--- src/rtl/multi_strip_driver_if.sv ---
// rtl/multi_strip_driver_if.sv - frame-buffer read port between the strip driver and its memory
interface multi_strip_driver_if #(
    parameter int ADDRESS_WIDTH = 13
);
    logic [ADDRESS_WIDTH-1:0] mem_addr;
    logic                     mem_read_enable;
    logic [7:0]               mem_data;

    modport master (output mem_addr, output mem_read_enable, input mem_data);
    modport slave  (input mem_addr, input mem_read_enable, output mem_data);
endinterface

--- src/rtl/multi_strip_driver.sv ---
// rtl/multi_strip_driver.sv - parallel WS281x serialiser for several strips sharing one byte-wide frame memory
module multi_strip_driver #(
    parameter int NUM_STRIPS       = 4,
    parameter int LEDS_PER_STRIP   = 200,
    parameter int NUM_CHANNELS     = 3,
    parameter int CHANNEL_WIDTH    = 8,
    parameter int ADDRESS_WIDTH    = 13,
    parameter int BASE_ADDRESS     = 0,
    parameter int STRIP_STRIDE     = LEDS_PER_STRIP * NUM_CHANNELS,
    parameter int MEM_LATENCY      = 2,
    parameter int TOTAL_PULSE_TIME = 70,
    parameter int ZERO_PULSE_TIME  = 20,
    parameter int ONE_PULSE_TIME   = 50,
    parameter int RESET_PULSE_TIME = 50000
) (
    input  logic                    clk,
    input  logic                    rst,
    input  logic                    frame_start,
    input  logic                    continuous,
    input  logic [7:0]              brightness,
    multi_strip_driver_if.master    mem,
    output logic [NUM_STRIPS-1:0]   strip_out,
    output logic                    busy,
    output logic                    frame_done
);
    localparam int NUM_BYTES = LEDS_PER_STRIP * NUM_CHANNELS;
    localparam int BYTE_W    = (NUM_BYTES > 1) ? $clog2(NUM_BYTES) : 1;
    localparam int BIT_W     = (CHANNEL_WIDTH > 1) ? $clog2(CHANNEL_WIDTH) : 1;
    localparam int PULSE_W   = $clog2(TOTAL_PULSE_TIME);
    localparam int PW1       = PULSE_W + 1;
    localparam int WAIT_W    = $clog2(RESET_PULSE_TIME + NUM_STRIPS + MEM_LATENCY + 2);
    localparam int STRIP_W   = (NUM_STRIPS > 1) ? $clog2(NUM_STRIPS) : 1;
    localparam int FCNT_W    = $clog2(NUM_STRIPS + 1);

    localparam logic [1:0] IDLE     = 2'd0;
    localparam logic [1:0] PREFETCH = 2'd1;
    localparam logic [1:0] DRIVE    = 2'd2;
    localparam logic [1:0] LATCH    = 2'd3;

    localparam logic [BYTE_W-1:0]  LAST_BYTE     = BYTE_W'(NUM_BYTES - 1);
    localparam logic [BIT_W-1:0]   BIT_MSB       = BIT_W'(CHANNEL_WIDTH - 1);
    localparam logic [PULSE_W-1:0] PULSE_LAST    = PULSE_W'(TOTAL_PULSE_TIME - 1);
    localparam logic [PW1-1:0]     ONE_T         = PW1'(ONE_PULSE_TIME);
    localparam logic [PW1-1:0]     ZERO_T        = PW1'(ZERO_PULSE_TIME);
    localparam logic [WAIT_W-1:0]  PREFETCH_LAST = WAIT_W'(NUM_STRIPS + MEM_LATENCY);
    localparam logic [WAIT_W-1:0]  LATCH_LAST    = WAIT_W'(RESET_PULSE_TIME - 1);
    localparam logic [STRIP_W-1:0] STRIP_LAST    = STRIP_W'(NUM_STRIPS - 1);
    localparam logic [FCNT_W-1:0]  FCNT_N        = FCNT_W'(NUM_STRIPS);

    logic [1:0]               state;
    logic [WAIT_W-1:0]        wait_cnt;
    logic [BYTE_W-1:0]        byte_idx;
    logic [BIT_W-1:0]         bit_idx;
    logic [PULSE_W-1:0]       pulse;
    logic [7:0]               bright_q;
    logic [CHANNEL_WIDTH-1:0] shadow   [NUM_STRIPS];
    logic [CHANNEL_WIDTH-1:0] out_byte [NUM_STRIPS];
    logic [CHANNEL_WIDTH-1:0] cur_byte [NUM_STRIPS];
    logic [NUM_STRIPS-1:0]    level;
    logic [FCNT_W-1:0]        fetch_cnt;
    logic [MEM_LATENCY-1:0]   rd_pipe;
    logic [STRIP_W-1:0]       cap_idx;
    logic [16:0]              product;
    logic [7:0]               scaled;
    logic                     byte_start, latch_end, start_frame, fetch_go;
    logic [BYTE_W-1:0]        fetch_byte;

    assign byte_start  = (state == DRIVE) && (bit_idx == '0) && (pulse == '0);
    assign latch_end   = (state == LATCH) && (wait_cnt == LATCH_LAST);
    assign start_frame = ((state == IDLE) && (frame_start || continuous)) || (latch_end && continuous);
    assign fetch_go    = start_frame || (byte_start && (byte_idx != LAST_BYTE));
    assign fetch_byte  = start_frame ? '0 : byte_idx + BYTE_W'(1);
    assign product     = 17'(mem.mem_data) * (17'(bright_q) + 17'd1);
    assign scaled      = 8'(product >> 8);
    assign busy        = (state != IDLE);
    assign frame_done  = latch_end;

    // On bit 0 the shift register is only being loaded this cycle, so read the shadow directly.
    always_comb begin
        for (int s = 0; s < NUM_STRIPS; s++) begin
            cur_byte[s] = byte_start ? shadow[s] : out_byte[s];
            level[s]    = ({1'b0, pulse} < (cur_byte[s][BIT_MSB - bit_idx] ? ONE_T : ZERO_T));
        end
    end

    always_ff @(posedge clk) begin
        if (!rst) begin
            state     <= IDLE;
            wait_cnt  <= '0;
            byte_idx  <= '0;
            bit_idx   <= '0;
            pulse     <= '0;
            bright_q  <= '0;
            strip_out <= '0;
        end else begin
            strip_out <= (state == DRIVE) ? level : '0;
            if (start_frame) begin
                bright_q <= brightness;
            end
            case (state)
                IDLE: begin
                    if (start_frame) begin
                        state    <= PREFETCH;
                        wait_cnt <= '0;
                    end
                end
                PREFETCH: begin
                    if (wait_cnt == PREFETCH_LAST) begin
                        state    <= DRIVE;
                        byte_idx <= '0;
                        bit_idx  <= '0;
                        pulse    <= '0;
                    end else begin
                        wait_cnt <= wait_cnt + WAIT_W'(1);
                    end
                end
                DRIVE: begin
                    if (pulse == PULSE_LAST) begin
                        pulse <= '0;
                        if (bit_idx == BIT_MSB) begin
                            bit_idx <= '0;
                            if (byte_idx == LAST_BYTE) begin
                                state    <= LATCH;
                                wait_cnt <= '0;
                            end else begin
                                byte_idx <= byte_idx + BYTE_W'(1);
                            end
                        end else begin
                            bit_idx <= bit_idx + BIT_W'(1);
                        end
                    end else begin
                        pulse <= pulse + PULSE_W'(1);
                    end
                end
                LATCH: begin
                    if (latch_end) begin
                        state    <= continuous ? PREFETCH : IDLE;
                        wait_cnt <= '0;
                    end else begin
                        wait_cnt <= wait_cnt + WAIT_W'(1);
                    end
                end
                default: state <= IDLE;
            endcase
        end
    end

    // Reads go out in strip order and return in the same order, so a wrapping index tracks captures.
    always_ff @(posedge clk) begin
        if (!rst) begin
            mem.mem_read_enable <= 1'b0;
            mem.mem_addr        <= ADDRESS_WIDTH'(BASE_ADDRESS);
            fetch_cnt           <= '0;
            rd_pipe             <= '0;
            cap_idx             <= '0;
            for (int s = 0; s < NUM_STRIPS; s++) begin
                shadow[s]   <= '0;
                out_byte[s] <= '0;
            end
        end else begin
            if (fetch_go) begin
                mem.mem_read_enable <= 1'b1;
                mem.mem_addr        <= ADDRESS_WIDTH'(BASE_ADDRESS) + ADDRESS_WIDTH'(fetch_byte);
                fetch_cnt           <= FCNT_W'(1);
            end else if (mem.mem_read_enable) begin
                if (fetch_cnt == FCNT_N) begin
                    mem.mem_read_enable <= 1'b0;
                end else begin
                    mem.mem_addr <= mem.mem_addr + ADDRESS_WIDTH'(STRIP_STRIDE);
                    fetch_cnt    <= fetch_cnt + FCNT_W'(1);
                end
            end
            rd_pipe[0] <= mem.mem_read_enable;
            for (int i = 1; i < MEM_LATENCY; i++) begin
                rd_pipe[i] <= rd_pipe[i-1];
            end
            if (rd_pipe[MEM_LATENCY-1]) begin
                shadow[cap_idx] <= CHANNEL_WIDTH'(scaled);
                cap_idx         <= (cap_idx == STRIP_LAST) ? '0 : cap_idx + STRIP_W'(1);
            end
            if (byte_start) begin
                for (int s = 0; s < NUM_STRIPS; s++) begin
                    out_byte[s] <= shadow[s];
                end
            end
        end
    end
endmodule

--- src/flat_wrapper.sv ---
// flat-port wrapper written by rule: the top's interface ports become plain ports
module multi_strip_driver_flat 
#(
    parameter int NUM_STRIPS       = 4,
    parameter int LEDS_PER_STRIP   = 200,
    parameter int NUM_CHANNELS     = 3,
    parameter int CHANNEL_WIDTH    = 8,
    parameter int ADDRESS_WIDTH    = 13,
    parameter int BASE_ADDRESS     = 0,
    parameter int STRIP_STRIDE     = LEDS_PER_STRIP * NUM_CHANNELS,
    parameter int MEM_LATENCY      = 2,
    parameter int TOTAL_PULSE_TIME = 70,
    parameter int ZERO_PULSE_TIME  = 20,
    parameter int ONE_PULSE_TIME   = 50,
    parameter int RESET_PULSE_TIME = 50000
)
  (clk, rst, frame_start, continuous, brightness, strip_out, busy, frame_done, mem_mem_addr, mem_mem_read_enable, mem_mem_data);
  multi_strip_driver_if #(.ADDRESS_WIDTH(ADDRESS_WIDTH)) mem_i ();
  input  logic clk;
  input  logic rst;
  input  logic frame_start;
  input  logic continuous;
  input  logic [7:0] brightness;
  output logic [NUM_STRIPS-1:0] strip_out;
  output logic busy;
  output logic frame_done;
  output wire logic [$bits(mem_i.mem_addr)-1:0] mem_mem_addr;
  output wire logic [$bits(mem_i.mem_read_enable)-1:0] mem_mem_read_enable;
  input wire logic [$bits(mem_i.mem_data)-1:0] mem_mem_data;
  assign mem_mem_addr = mem_i.mem_addr;
  assign mem_mem_read_enable = mem_i.mem_read_enable;
  assign mem_i.mem_data = mem_mem_data;
  multi_strip_driver #(.NUM_STRIPS(NUM_STRIPS), .LEDS_PER_STRIP(LEDS_PER_STRIP), .NUM_CHANNELS(NUM_CHANNELS), .CHANNEL_WIDTH(CHANNEL_WIDTH), .ADDRESS_WIDTH(ADDRESS_WIDTH), .BASE_ADDRESS(BASE_ADDRESS), .STRIP_STRIDE(STRIP_STRIDE), .MEM_LATENCY(MEM_LATENCY), .TOTAL_PULSE_TIME(TOTAL_PULSE_TIME), .ZERO_PULSE_TIME(ZERO_PULSE_TIME), .ONE_PULSE_TIME(ONE_PULSE_TIME), .RESET_PULSE_TIME(RESET_PULSE_TIME)) u_core (.clk(clk), .rst(rst), .frame_start(frame_start), .continuous(continuous), .brightness(brightness), .mem(mem_i), .strip_out(strip_out), .busy(busy), .frame_done(frame_done));
endmodule
--- config.mk ---
export PLATFORM = sky130hd
export DESIGN_NAME = multi_strip_driver_flat
export DESIGN_NICKNAME = d
export VERILOG_FILES = /design/src/rtl/multi_strip_driver_if.sv /design/src/rtl/multi_strip_driver.sv /design/src/flat_wrapper.sv
export SDC_FILE = /design/constraint.sdc
export NUM_CORES = 1
export LEC_CHECK = 0
export ABC_AREA = 1
export CAP_MARGIN = 30
export CORE_ASPECT_RATIO = 0.8
export CORE_MARGIN = 3
export CORE_UTILIZATION = 45
export DETAILED_ROUTE_END_ITERATION = 8
export GPL_TIMING_DRIVEN = 0
export REMOVE_ABC_BUFFERS = 1
export SLEW_MARGIN = 20
export SYNTH_ARGS = -nofsm -noshare
export SYNTH_HDL_FRONTEND = slang
export SYNTH_SLANG_ARGS = --single-unit
--- constraint.sdc ---
create_clock -name clk -period 4.5 [get_ports clk]
set_clock_uncertainty 0.1 [all_clocks]
set_input_delay 0.45 -clock clk [delete_from_list [all_inputs] [get_ports clk]]
set_output_delay 0.45 -clock clk [all_outputs]
set_load 0.01 [all_outputs]
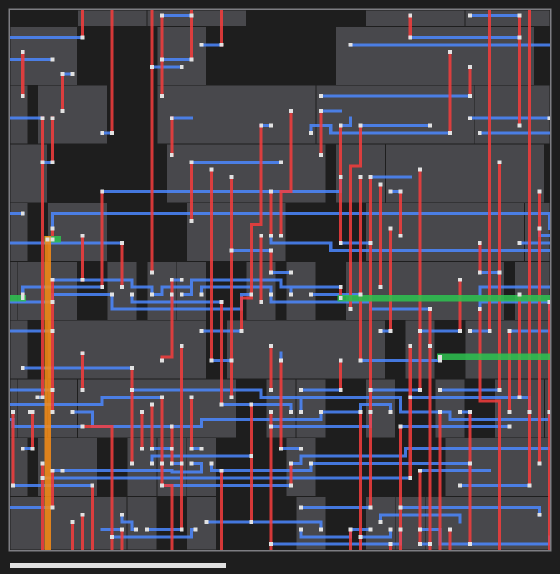
Fig. 1. A small window of the routed layout.
The bar under the picture is 10 µm long. Window x 30 to 55, y 22 to 47 µm. Cells in grey, sequential cells in the stronger grey; small squares are vias.
layer	colour
met3	green
met4	orange
met2	red
met1	blue
sequential cells in the window	0
most frequent	nor2_1 (18), fa_1 (12), buf_4 (4)
cells with their middle in the window	47

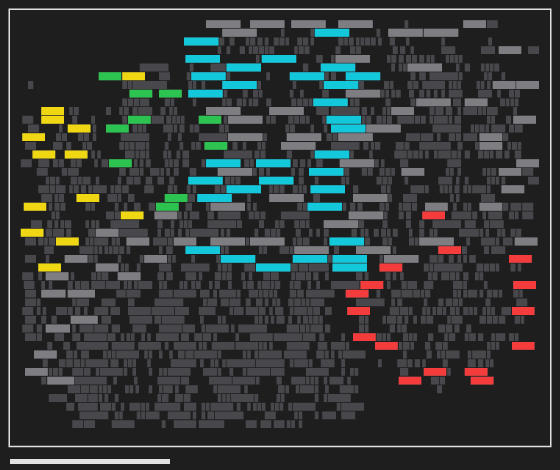
Fig. 2. Sequential cells coloured by netlist name.
The bar under the picture is 50 µm long.
name in the netlist	colour	sequential cells
`u_core.shadow`	cyan	32
`u_core.mem.mem_addr`	yellow	13
`u_core.wait_cnt`	red	16
`u_core.byte_idx`	green	10

==> repair_timing <==
action / in CTS / in global routing
resized: 72 / 38
buffers inserted: 22 / 1
pin swaps: 39 / 11
endpoints found under the setup margin: 45 / 40
==> metrics by stage <==
| step | TNS, ns | setup slack [ns] | area (µm²) | util | std cells |
|---|---|---|---|---|---|
| detailed placement | -30.87 | -1.18 | 10200 | 0.490 | 1536 |
| CTS | -5.72 | -0.336 | 11200 | 0.539 | 1590 |
| finish | -6.42 | -0.371 | 11300 | 0.547 | 1592 |
| global placement | -48.84 | -1.21 | 10100 | 0.487 | 1532 |
| floorplan | -7.70 | -0.410 | 9380 | - | 1224 |
| global route | -11.95 | -0.571 | 11300 | 0.547 | 1592 |
==> cell families after synthesis <==
family	share of synthesized area
DFF	0.350
AOI/OAI and AO/OA	0.0708
and+or+nand+nor	0.287
adders and majority gates	0.160
xor gates and xnor gates	0.0220
buffers and inverters	0.111
==> how the worst min path moves through the flow <==
stage / cells after the start / slack (ns) / startpoint / to
detailed placement: 2 / 0.30 / u_core.rd_pipe[0]$_SDFF_PN0_ / u_core.rd_pipe[1]$_SDFF_PN0_
global route: 2 / 0.36 / u_core.rd_pipe[0]$_SDFF_PN0_ / u_core.rd_pipe[1]$_SDFF_PN0_
CTS: 2 / 0.32 / u_core.rd_pipe[0]$_SDFF_PN0_ / u_core.rd_pipe[1]$_SDFF_PN0_
global placement: 2 / 0.29 / u_core.rd_pipe[0]$_SDFF_PN0_ / u_core.rd_pipe[1]$_SDFF_PN0_
finish: 2 / 0.31 / u_core.rd_pipe[0]$_SDFF_PN0_ / u_core.rd_pipe[1]$_SDFF_PN0_
floorplan: 2 / 0.29 / u_core.rd_pipe[0]$_SDFF_PN0_ / u_core.rd_pipe[1]$_SDFF_PN0_
==> flip-flops by register name, summed over array words and instances (netlist names) <==
name,flops
u_core.bit_idx,3
u_core.bright_q,8
u_core.byte_idx,10
u_core.cap_idx,2
u_core.fetch_cnt,3
u_core.mem.mem_addr,13
u_core.mem.mem_read_enable,1
u_core.out_byte,32
u_core.pulse,7
u_core.rd_pipe,2
u_core.shadow,32
u_core.state,2
u_core.strip_out,4
u_core.wait_cnt,16
==> cell usage in the layout, fill, tap and decap left out, types with 4 or more instances in the layout <==
master           synthesis  routed
inv_1                  229     215
nand2_1                206     189
nor2_1                 151     132
nand3_1                137     132
dfxtp_1                 71      66
edfxtp_1                64      64
a21oi_1                 61      55
nor3_1                  53      52
ha_1                    58      48
clkdlybuf4s50_1          0      38
o21ai_0                 40      37
fa_1                    40      37
buf_4                    0      19
inv_2                    4      18
nand4_1                 17      17
xor2_1                  19      17
clkbuf_16                0      17
nor2_2                   2      16
nand2_2                  3      15
or2_2                   12      10
ha_4                     0       9
nor2_4                   2       7
nand2_4                  1       6
a21oi_2                  0       6
o21ai_1                  4       6
nor4_1                   5       5
clkinv_2                 0       5
nor3_2                   4       5
a211oi_1                 5       5
nand3_2                  1       4
nand3_4                  2       4
xnor2_1                  5       4
nor3b_1                  4       4
o22ai_1                  4       4
buf_6                    1       4
==> per-layer routing <==
metal  vias up  share of wire
li1       4163              -
met1      3813           0.50
met2       149           0.45
met3        17          0.038
met4         0         0.0092
met5         -              0
==> out/summary.txt <==
Run status: finished with violations
Failing checks: negative setup slack
Detail Route Antenna Nets: 0
Starting density of the core: 0.460
Count of tool warnings: 35
Post-synth ARST share: 0
Row count: 47
Worst r2r src: u_core.bright_q[1]$_SDFFE_PN0N_
Seq power: 1.61 mW
P_sw: 3.14 mW
Post-route DRC: 0
Worst EP arrival: 4.93 ns
Vias per cell: 5.11
TritonCTS clock tree: built
Final hold viol count: 0
Mapped Area: 0.00955 mm²
Sw Ratio: 0.445
Worst Slack Setup Final: -0.371 ns
Flip-flops with a built-in enable: 64
MI comb cells: 855
WHS: 0.313 ns
Combinational share of power: 0.584
Vias: 8142
DRT Pass-1 Iters: 5
Post-Route WL: 23800 µm
Startpoint Class: register
Maximum vdd drop: 0.393 mV
Reg2reg setup slack: -0.37 ns
# Max-Cap Violations: 0
Flops: 135
Clkbuf count: 20
M3 GR Usage: 0.0320
Non-CTS buffers: 67
Post-Syn Instances: 1261
Clock share of power: 0.187
Fin. max-slew vios: 0
Ys cells: 1261
Netlist cell types: 48
Most frequent CP cell: fa_1
Yosys warns: 0
Yosys top cell by area: edfxtp_1
Vias in the first global route: 8000
Buffering overhead: 0.0595
Worst-path maximum fanout: 7
Comb pwr: 4.12 mW
Share of cells above drive strength 1: 0.137
Post-synth top cells: 229 x inv_1, 206 x nand2_1, 151 x nor2_1, 137 x nand3_1, 71 x dfxtp_1
PwrDens: 621 mW/mm²
Clk sinks: 135
Worst Hold Class: register to register
Main area contributors: edfxtp_1 20%, dfxtp_1 15%, inv_1 9.0%
Total core area: 0.0208 mm²
Starting DRT DRC Count: 662
Met1 usage: 0.302
Die span in x: 169 µm
ClkCell Share: 0.0485
Die height: 136 µm
Clock period minus worst slack: 4.87 ns
Tapcell Cnt: 269
CP peak stage delay: 0.51 ns
Worst reg2reg path endpoint: u_core.shadow[0][4]$_SDFFCE_PN0P_
Total die size: 0.0230 mm²
Pwr top: combinational cells
Cells along the critical path: ha_4 -> nand2_4 -> nor2_4 -> buf_12 -> xnor2_4 -> buf_6 -> nor2_2 -> fa_1 -> fa_1 -> fa_1 -> inv_1 -> fa_1 -> inv_2 -> ha_4 -> nand2_4 -> nor2_4 -> nand4_1 -> o31ai_2 -> inv_1 -> nor2_2 -> nor2_2 -> inv_2 -> nor2_1
Max Fclk: 205 MHz
Final setup viols: 27
Reg area: 0.00336 mm²
GRT Util Overall: 0.214
LEAKAGE: 4.97 nW
Flop pwr share: 0.228
Predominant post-synthesis flop cell: dfxtp_1
Yosys reg bits: 135
Clk buf depth: 2
Num CTS Buffers: 17
RSZ-0062 raised after global routing: yes
Worst-path clk slew: 0.06 ns
CTS Hold Buffers Added: 0
Total power: 7.05 mW
First-pass GRT wire length: 39700 µm
GRT Max-Usage Layer: met2
Largest net degree at the start of global routing: 36
Power Clock: 1.32 mW
Power figures rest on the tool's default switching activity, not on a simulated workload.
